### src/rtl/fifo_pack_reader_if.sv
// Bundle of the FIFO read port, flush request and packed output stream.
// master = packing engine, slave = FIFO + sink + control side.
interface fifo_pack_reader_if #(
    parameter int DT_WIDTH   = 8,
    parameter int PACK       = 2,
    parameter int CNT_WIDTH  = $clog2(PACK + 1),
    parameter int WCNT_WIDTH = 16
);
    logic                         f_empty;
    logic [DT_WIDTH-1:0]          rd_dt;
    logic                         rd_en;
    logic                         flush;
    logic [DT_WIDTH*PACK-1:0]     out_dt;
    logic [CNT_WIDTH-1:0]         out_cnt;
    logic                         out_valid;
    logic                         out_ready;
    logic [WCNT_WIDTH-1:0]        words_sent;

    modport master (
        input  f_empty,
        input  rd_dt,
        input  flush,
        input  out_ready,
        output rd_en,
        output out_dt,
        output out_cnt,
        output out_valid,
        output words_sent
    );

    modport slave (
        output f_empty,
        output rd_dt,
        output flush,
        output out_ready,
        input  rd_en,
        input  out_dt,
        input  out_cnt,
        input  out_valid,
        input  words_sent
    );
endinterface

### src/rtl/fifo_pack_reader.sv
// Pops FIFO entries and packs PACK of them (or fewer on flush) into one wide word.
// Latency: out_valid rises the cycle after the completing pop.
// Backpressure: no pops while a word waits in SEND, so a stalled sink fills the FIFO.
module fifo_pack_reader #(
    parameter int DT_WIDTH   = 8,
    parameter int PACK       = 2,
    parameter int CNT_WIDTH  = $clog2(PACK + 1),
    parameter int WCNT_WIDTH = 16
) (
    input  logic                clk,
    input  logic                rst,
    fifo_pack_reader_if.master  bus
);
    localparam int IDX_W = (PACK > 1) ? $clog2(PACK) : 1;
    localparam int OUT_W = DT_WIDTH * PACK;

    typedef enum logic {
        COLLECT = 1'b0,
        SEND    = 1'b1
    } state_t;

    state_t                  state_q, state_d;
    logic [IDX_W-1:0]        idx_q, idx_d;
    logic [OUT_W-1:0]        out_dt_q, out_dt_d;
    logic [CNT_WIDTH-1:0]    out_cnt_q, out_cnt_d;
    logic [WCNT_WIDTH-1:0]   words_sent_q, words_sent_d;

    logic pop;
    logic last_lane;
    logic rd_en;

    assign pop       = rd_en & ~bus.f_empty;
    assign last_lane = (idx_q == IDX_W'(PACK - 1));

    // State register
    always_ff @(posedge clk or negedge rst) begin
        if (!rst) begin
            state_q      <= COLLECT;
            idx_q        <= '0;
            out_dt_q     <= '0;
            out_cnt_q    <= '0;
            words_sent_q <= '0;
        end else begin
            state_q      <= state_d;
            idx_q        <= idx_d;
            out_dt_q     <= out_dt_d;
            out_cnt_q    <= out_cnt_d;
            words_sent_q <= words_sent_d;
        end
    end

    // Next-state logic
    always_comb begin
        state_d = state_q;
        case (state_q)
            COLLECT: begin
                if (pop && (last_lane || bus.flush)) begin
                    state_d = SEND;
                end else if (!pop && bus.flush && (idx_q != '0)) begin
                    state_d = SEND;
                end
            end
            SEND: begin
                if (bus.out_ready) begin
                    state_d = COLLECT;
                end
            end
            default: state_d = COLLECT;
        endcase
    end

    // Datapath next values
    always_comb begin
        idx_d        = idx_q;
        out_dt_d     = out_dt_q;
        out_cnt_d    = out_cnt_q;
        words_sent_d = words_sent_q;
        case (state_q)
            COLLECT: begin
                if (pop) begin
                    out_dt_d[idx_q*DT_WIDTH +: DT_WIDTH] = bus.rd_dt;
                    if (last_lane) begin
                        out_cnt_d = CNT_WIDTH'(PACK);
                        idx_d     = '0;
                    end else if (bus.flush) begin
                        // The popped entry still belongs to the flushed word.
                        out_cnt_d = CNT_WIDTH'(idx_q) + CNT_WIDTH'(1);
                        idx_d     = '0;
                    end else begin
                        idx_d     = idx_q + IDX_W'(1);
                    end
                end else if (bus.flush && (idx_q != '0)) begin
                    out_cnt_d = CNT_WIDTH'(idx_q);
                    idx_d     = '0;
                end
            end
            SEND: begin
                if (bus.out_ready) begin
                    // Unwritten lanes of the next partial word must read as zero.
                    out_dt_d     = '0;
                    words_sent_d = words_sent_q + WCNT_WIDTH'(1);
                end
            end
            default: begin
                idx_d = '0;
            end
        endcase
    end

    // Outputs; rd_en is gated by reset so nothing is popped while held in reset
    always_comb begin
        rd_en          = rst & (state_q == COLLECT) & ~bus.f_empty;
        bus.rd_en      = rd_en;
        bus.out_valid  = (state_q == SEND);
        bus.out_dt     = out_dt_q;
        bus.out_cnt    = out_cnt_q;
        bus.words_sent = words_sent_q;
    end

    a_no_pop_when_empty: assert property (@(posedge clk) disable iff (!rst)
        bus.f_empty |-> !bus.rd_en);

    a_no_pop_in_send: assert property (@(posedge clk) disable iff (!rst)
        bus.out_valid |-> !bus.rd_en);

    a_hold_until_accept: assert property (@(posedge clk) disable iff (!rst)
        (bus.out_valid && !bus.out_ready) |=>
            (bus.out_valid && $stable(bus.out_dt) && $stable(bus.out_cnt)));

    a_cnt_legal: assert property (@(posedge clk) disable iff (!rst)
        bus.out_valid |-> ((bus.out_cnt != '0) && (bus.out_cnt <= CNT_WIDTH'(PACK))));
endmodule

### src/flat_wrapper.sv
// flat-port wrapper written by rule: the top's interface ports become plain ports
module fifo_pack_reader_flat 
#(
    parameter int DT_WIDTH   = 8,
    parameter int PACK       = 2,
    parameter int CNT_WIDTH  = $clog2(PACK + 1),
    parameter int WCNT_WIDTH = 16
)
  (clk, rst, bus_f_empty, bus_rd_dt, bus_flush, bus_out_ready, bus_rd_en, bus_out_dt, bus_out_cnt, bus_out_valid, bus_words_sent);
  fifo_pack_reader_if #(.DT_WIDTH(DT_WIDTH), .PACK(PACK), .CNT_WIDTH(CNT_WIDTH), .WCNT_WIDTH(WCNT_WIDTH)) bus_i ();
  input  logic clk;
  input  logic rst;
  input wire logic [$bits(bus_i.f_empty)-1:0] bus_f_empty;
  input wire logic [$bits(bus_i.rd_dt)-1:0] bus_rd_dt;
  input wire logic [$bits(bus_i.flush)-1:0] bus_flush;
  input wire logic [$bits(bus_i.out_ready)-1:0] bus_out_ready;
  output wire logic [$bits(bus_i.rd_en)-1:0] bus_rd_en;
  output wire logic [$bits(bus_i.out_dt)-1:0] bus_out_dt;
  output wire logic [$bits(bus_i.out_cnt)-1:0] bus_out_cnt;
  output wire logic [$bits(bus_i.out_valid)-1:0] bus_out_valid;
  output wire logic [$bits(bus_i.words_sent)-1:0] bus_words_sent;
  assign bus_i.f_empty = bus_f_empty;
  assign bus_i.rd_dt = bus_rd_dt;
  assign bus_i.flush = bus_flush;
  assign bus_i.out_ready = bus_out_ready;
  assign bus_rd_en = bus_i.rd_en;
  assign bus_out_dt = bus_i.out_dt;
  assign bus_out_cnt = bus_i.out_cnt;
  assign bus_out_valid = bus_i.out_valid;
  assign bus_words_sent = bus_i.words_sent;
  fifo_pack_reader #(.DT_WIDTH(DT_WIDTH), .PACK(PACK), .CNT_WIDTH(CNT_WIDTH), .WCNT_WIDTH(WCNT_WIDTH)) u_core (.clk(clk), .rst(rst), .bus(bus_i));
endmodule
### config.mk
export PLATFORM = sky130hd
export DESIGN_NAME = fifo_pack_reader_flat
export DESIGN_NICKNAME = d
export VERILOG_FILES = /design/src/rtl/fifo_pack_reader_if.sv /design/src/rtl/fifo_pack_reader.sv /design/src/flat_wrapper.sv
export SDC_FILE = /design/constraint.sdc
export NUM_CORES = 1
export LEC_CHECK = 0
export CAP_MARGIN = 0
export CORE_MARGIN = 5
export CORE_UTILIZATION = 45
export DETAILED_ROUTE_END_ITERATION = 6
export PLACE_DENSITY_LB_ADDON = 0.1
export SLEW_MARGIN = 20
export SYNTH_ARGS = -nofsm -noshare
export SYNTH_HDL_FRONTEND = slang
export SYNTH_SLANG_ARGS = --single-unit
### constraint.sdc
create_clock -name clk -period 1.75 [get_ports clk]
set_input_delay 0.2625 -clock clk [delete_from_list [all_inputs] [get_ports clk]]
set_output_delay 0.2625 -clock clk [all_outputs]
set_load 0.01 [all_outputs]
==> images/clock_nets.png <==
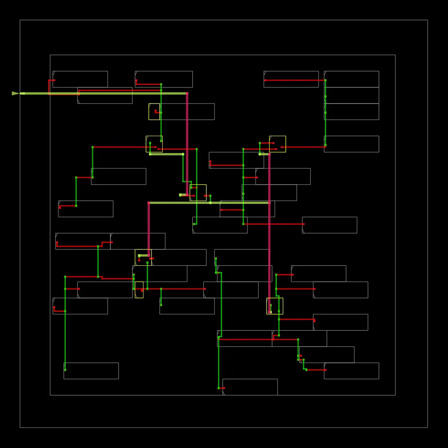
number of flip-flops and latches: 36
Clk power: 404 uW
clkbuf count: 6
total clock sinks: 36

==> images/clock_wires.png <==
The bar under the picture is 20 um long.
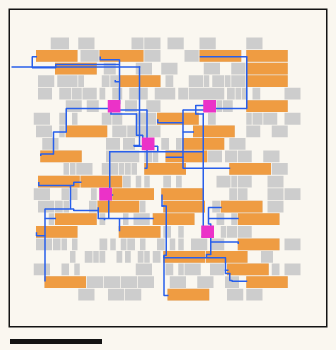
[blue] clock wires | length: 431 um
[magenta] clock-net drivers | count: 5
[orange] flip-flops | count: 36
routed clock nets	6
flops lie	all over the die

==> images/sizing.png <==
The bar under the picture is 20 um long.
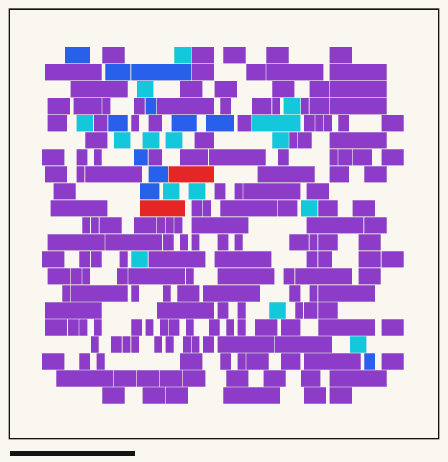
colour	size	cells	share
blue	x2	11	5.3%
red	x6 and larger	2	0.96%
cyan	x3 and x4	15	7.2%
purple	x1 and smaller	180	87%
Layout Area Growth over Synthesis: 43.4%
setup ws final: 0.102 ns
non-clock buffer count in the final layout: 59

## per-stage QoR
| stage | hold WS, ns | util | area [um^2] | total power [mW] | setup slack (ns) |
|---|---|---|---|---|---|
| after CTS | 0.0313 | 0.666 | 2200 | 2.50 | 0.0825 |
| after detailed placement | 0.400 | 0.649 | 2150 | 2.08 | -0.0734 |
| after global placement | 0.393 | 0.649 | 2150 | 2.04 | -0.0224 |
| final | 0.0172 | 0.666 | 2200 | 2.46 | 0.102 |
| after floorplan | -0.0331 | - | 1540 | 1.52 | 0.334 |
| after global routing | 0.0419 | 0.666 | 2200 | 2.65 | 0.0361 |
## worst paths after layout
check | from | to | slack, ns | cells after the start
max in group asynchronous | rst | u_core.bus.out_valid$_DFF_PN0_ | 1.39 | 2
min in group clk | u_core.bus.out_dt[1]$_DFFE_PN0P_ | u_core.bus.out_dt[1]$_DFFE_PN0P_ | 0.49 | 2
worst max-delay path | u_core.bus.out_valid$_DFF_PN0_ | bus_out_valid | 0.10 | 2
worst max register to register | u_core.bus.out_valid$_DFF_PN0_ | u_core.bus.words_sent[13]$_DFFE_PN0P_ | 0.26 | 5
worst min register to register | u_core.bus.out_dt[1]$_DFFE_PN0P_ | u_core.bus.out_dt[1]$_DFFE_PN0P_ | 0.49 | 2
worst min-delay path | rst | u_core.bus.words_sent[12]$_DFFE_PN0P_ | 0.02 | 2
## routing by layer
metal  share of wire  wire length, um  up-vias
met5               0                0        -
met3           0.065              222        7
met1            0.41             1420      591
li1                -                -      606
met2            0.51             1740       38
met4           0.015               52        0
## timing repair
| action | in CTS | in global routing |
|---|---|---|
| buffers inserted | 1 | 0 |
| hold buffers | 0 | 0 |
| gates resized | 2 | 0 |
| hold endpoints to repair | 0 | 0 |
| setup endpoints to repair | 1 | 0 |
## synthesized netlist by cell type, drive strengths merged
cell type and n:
nand2 42, dfrtp 36, o21ai 19, xnor2 9
xor2 6, nand3 5, buf 4, and3 3
mux2 3, nor2 3, a21oi 2, and2 2
ha 2, nand4 2, nor2b 2, nor3 2
nor4 2, inv 1, maj3 1
## kinds of logic after synthesis
| logic type | Yosys count | share of synthesized area |
|---|---|---|
| buffers and inverters | 5 | 0.0155 |
| DFF | 36 | 0.586 |
| AOI/OAI and AO/OA | 21 | 0.0733 |
| adders and majority gates | 3 | 0.0228 |
| muxes | 3 | 0.0220 |
| and+or+nand+nor | 63 | 0.195 |
| xor gates and xnor gates | 15 | 0.0855 |
## final cells by class
class,count,area (um^2)
sequential,36,902
timing repair buffer,59,582
tap,46,57.6
multi-input combinational,105,612
clock buffer,6,41.3
clock inverter,1,5.00
inverter,1,3.75
fill,289,1110
## state kept, by name, summed over array words and instances (netlist names)
register	count
u_core.bus.out_cnt	2
u_core.bus.out_valid	1
u_core.bus.out_dt	16
u_core.bus.words_sent	16
u_core.idx_q	1
## report_power, final
part / internal, mW / switching [mW] / leakage (nW)
registers: 1.01 / 0.150 / 0.481
logic: 0.505 / 0.387 / 0.494
clock network: 0.148 / 0.256 / 0.0281
total: 1.67 / 0.793 / 1.00
==> impl_metrics.csv <==
group,metric,value,unit
timing,worstMarginPinSlew,0.442,ns
place,dp_cells,246,
clock_tree,ctsHtreeMaxLevel,2,
layout,fin_cells,254,
clock_tree,clock_path_buffers,2,
synth,yosys.stat.seqShare,0.586,
die,die-height,68.4,um
grt,grt_pass1_wl,5.78,mm
timing,final.setup.tns,0,ns
layout,diodes,0,
timing,fin_crit_sh,0.942,
synth,synthDistinctLibCells,24,
synth,ys.flops,36,
synth,mapped_avg_cell_area,10.5,um^2
timing,timing.final.max_slew_violations,0,
routing,finalWirelength,3.44,mm
timing,timing.final.crit_period,1.65,ns
grt,met2_usage,0.278,
die,num_io_pins,49,
worst_setup_path,cp_data_arrival_time,1.39,ns
worst_setup_path,timing.critical_path.slowest_stage_cell,"sky130_fd_sc_hd__clkdlybuf4s50_1",
worst_setup_path,path_cells,"buf_4 -> clkdlybuf4s50_1",
routing,drt_first_iter_violations,88,
timing,rsz0062_at_grt,"false",
grt,groute.layer.met3.usage,0.0509,
job,number_of_max_capacitance_violations_reported,0,
worst_setup_path,cell_family_with_most_cp_delay,"buffers and inverters",
layout,finalNetCount,223,
timing,achievable-frequency,607,MHz
clock_tree,ctsRootBufferMaster,"sky130_fd_sc_hd__clkbuf_4",
worst_setup_path,critPathBufInv,2,
synth,post_synth_main_area_contributors,"sky130_fd_sc_hd__dfrtp_1 (59%), sky130_fd_sc_hd__nand2_1 (10%), sky130_fd_sc_hd__o21ai_0 (6.2%)",
grt,grt.busiest_layer,"met2",
worst_setup_path,critPathMaxFanout,6,
synth,post-synth-top-area-cell,"sky130_fd_sc_hd__dfrtp_1",
routing,avgViaCountPerCell,4.89,
layout,share_of_post_route_cells_with_drive_strength_above_1,0.135,
synth,synth-cells-yosys,146,
place,gpl.final_weighted_congestion,0.770,
clock_tree,cts-buffers-inserted,5,
worst_setup_path,cp.required,1.49,ns
synth,synth_nets,161,
outcome,result_of_the_run,"finished clean",
grt,antenna_violations_before_repair,0,
routing,via_count,1242,
grt,globalRouteOverflowTotal,0,
synth,post-synth-top-area-fraction,0.586,
routing,post_drt_wl_per_cell,13.5,um
layout,most_frequent_cells_in_the_layout,"sky130_fd_sc_hd__clkdlybuf4s50_1 (46), sky130_fd_sc_hd__nand2_1 (42), sky130_fd_sc_hd__dfrtp_1 (35)",
worst_setup_path,start_kind,"register",
clock_tree,clkTransAtPathRegs,0.10,ns
place,post-dp-hpwl,2.66,mm
grt,global_route.usage.met1,0.204,
routing,drc,0,
worst_setup_path,timing_worst_setup_path_type,"reg2out",
grt,grt_max_degree,37,
timing,finalSetupViolations,0,
synth,synthesis.yosys.warnings,0,
job,tool_warning_count,26,
die,initCoreUtil,0.464,
worst_hold_path,worst_min_delay_path_class,"in2async",
timing,worst_slew_margin_rel,0.705,
timing,hold_violation_total_from_the_final_report,0,
timing,skew,0.00579,ns
worst_setup_path,critical-path-max-stage-delay,0.54,ns
die,die_area,4680,um^2
layout,final_common_cell,"sky130_fd_sc_hd__clkdlybuf4s50_1",
die,placement_rows,21,
routing,drt-pass1-iter-count,4,
clock_tree,clk-insertion-delay-late,0.33,ns
place,port-buffer-count,48,
grt,gr-usage-all-layers,0.168,
power_and_ir_drop,peakVddDrop,0.707,mV
die,die_width,68.4,um
worst_setup_path,worstSetupEndpointType,"primary output",
grt,via_count_of_the_first_global_routing_pass,1273,
clock_tree,cts_tree,"built",
die,core_area,3310,um^2
synth,syn_area,1540,um^2
routing,drtAntennaViolNets,0,
synth,netlist_instances,146,
power_and_ir_drop,leakage,1.00,nW
synth,yosys-stat-area,1540,um^2
No activity file was given, so power comes from the tool's default toggle rates.
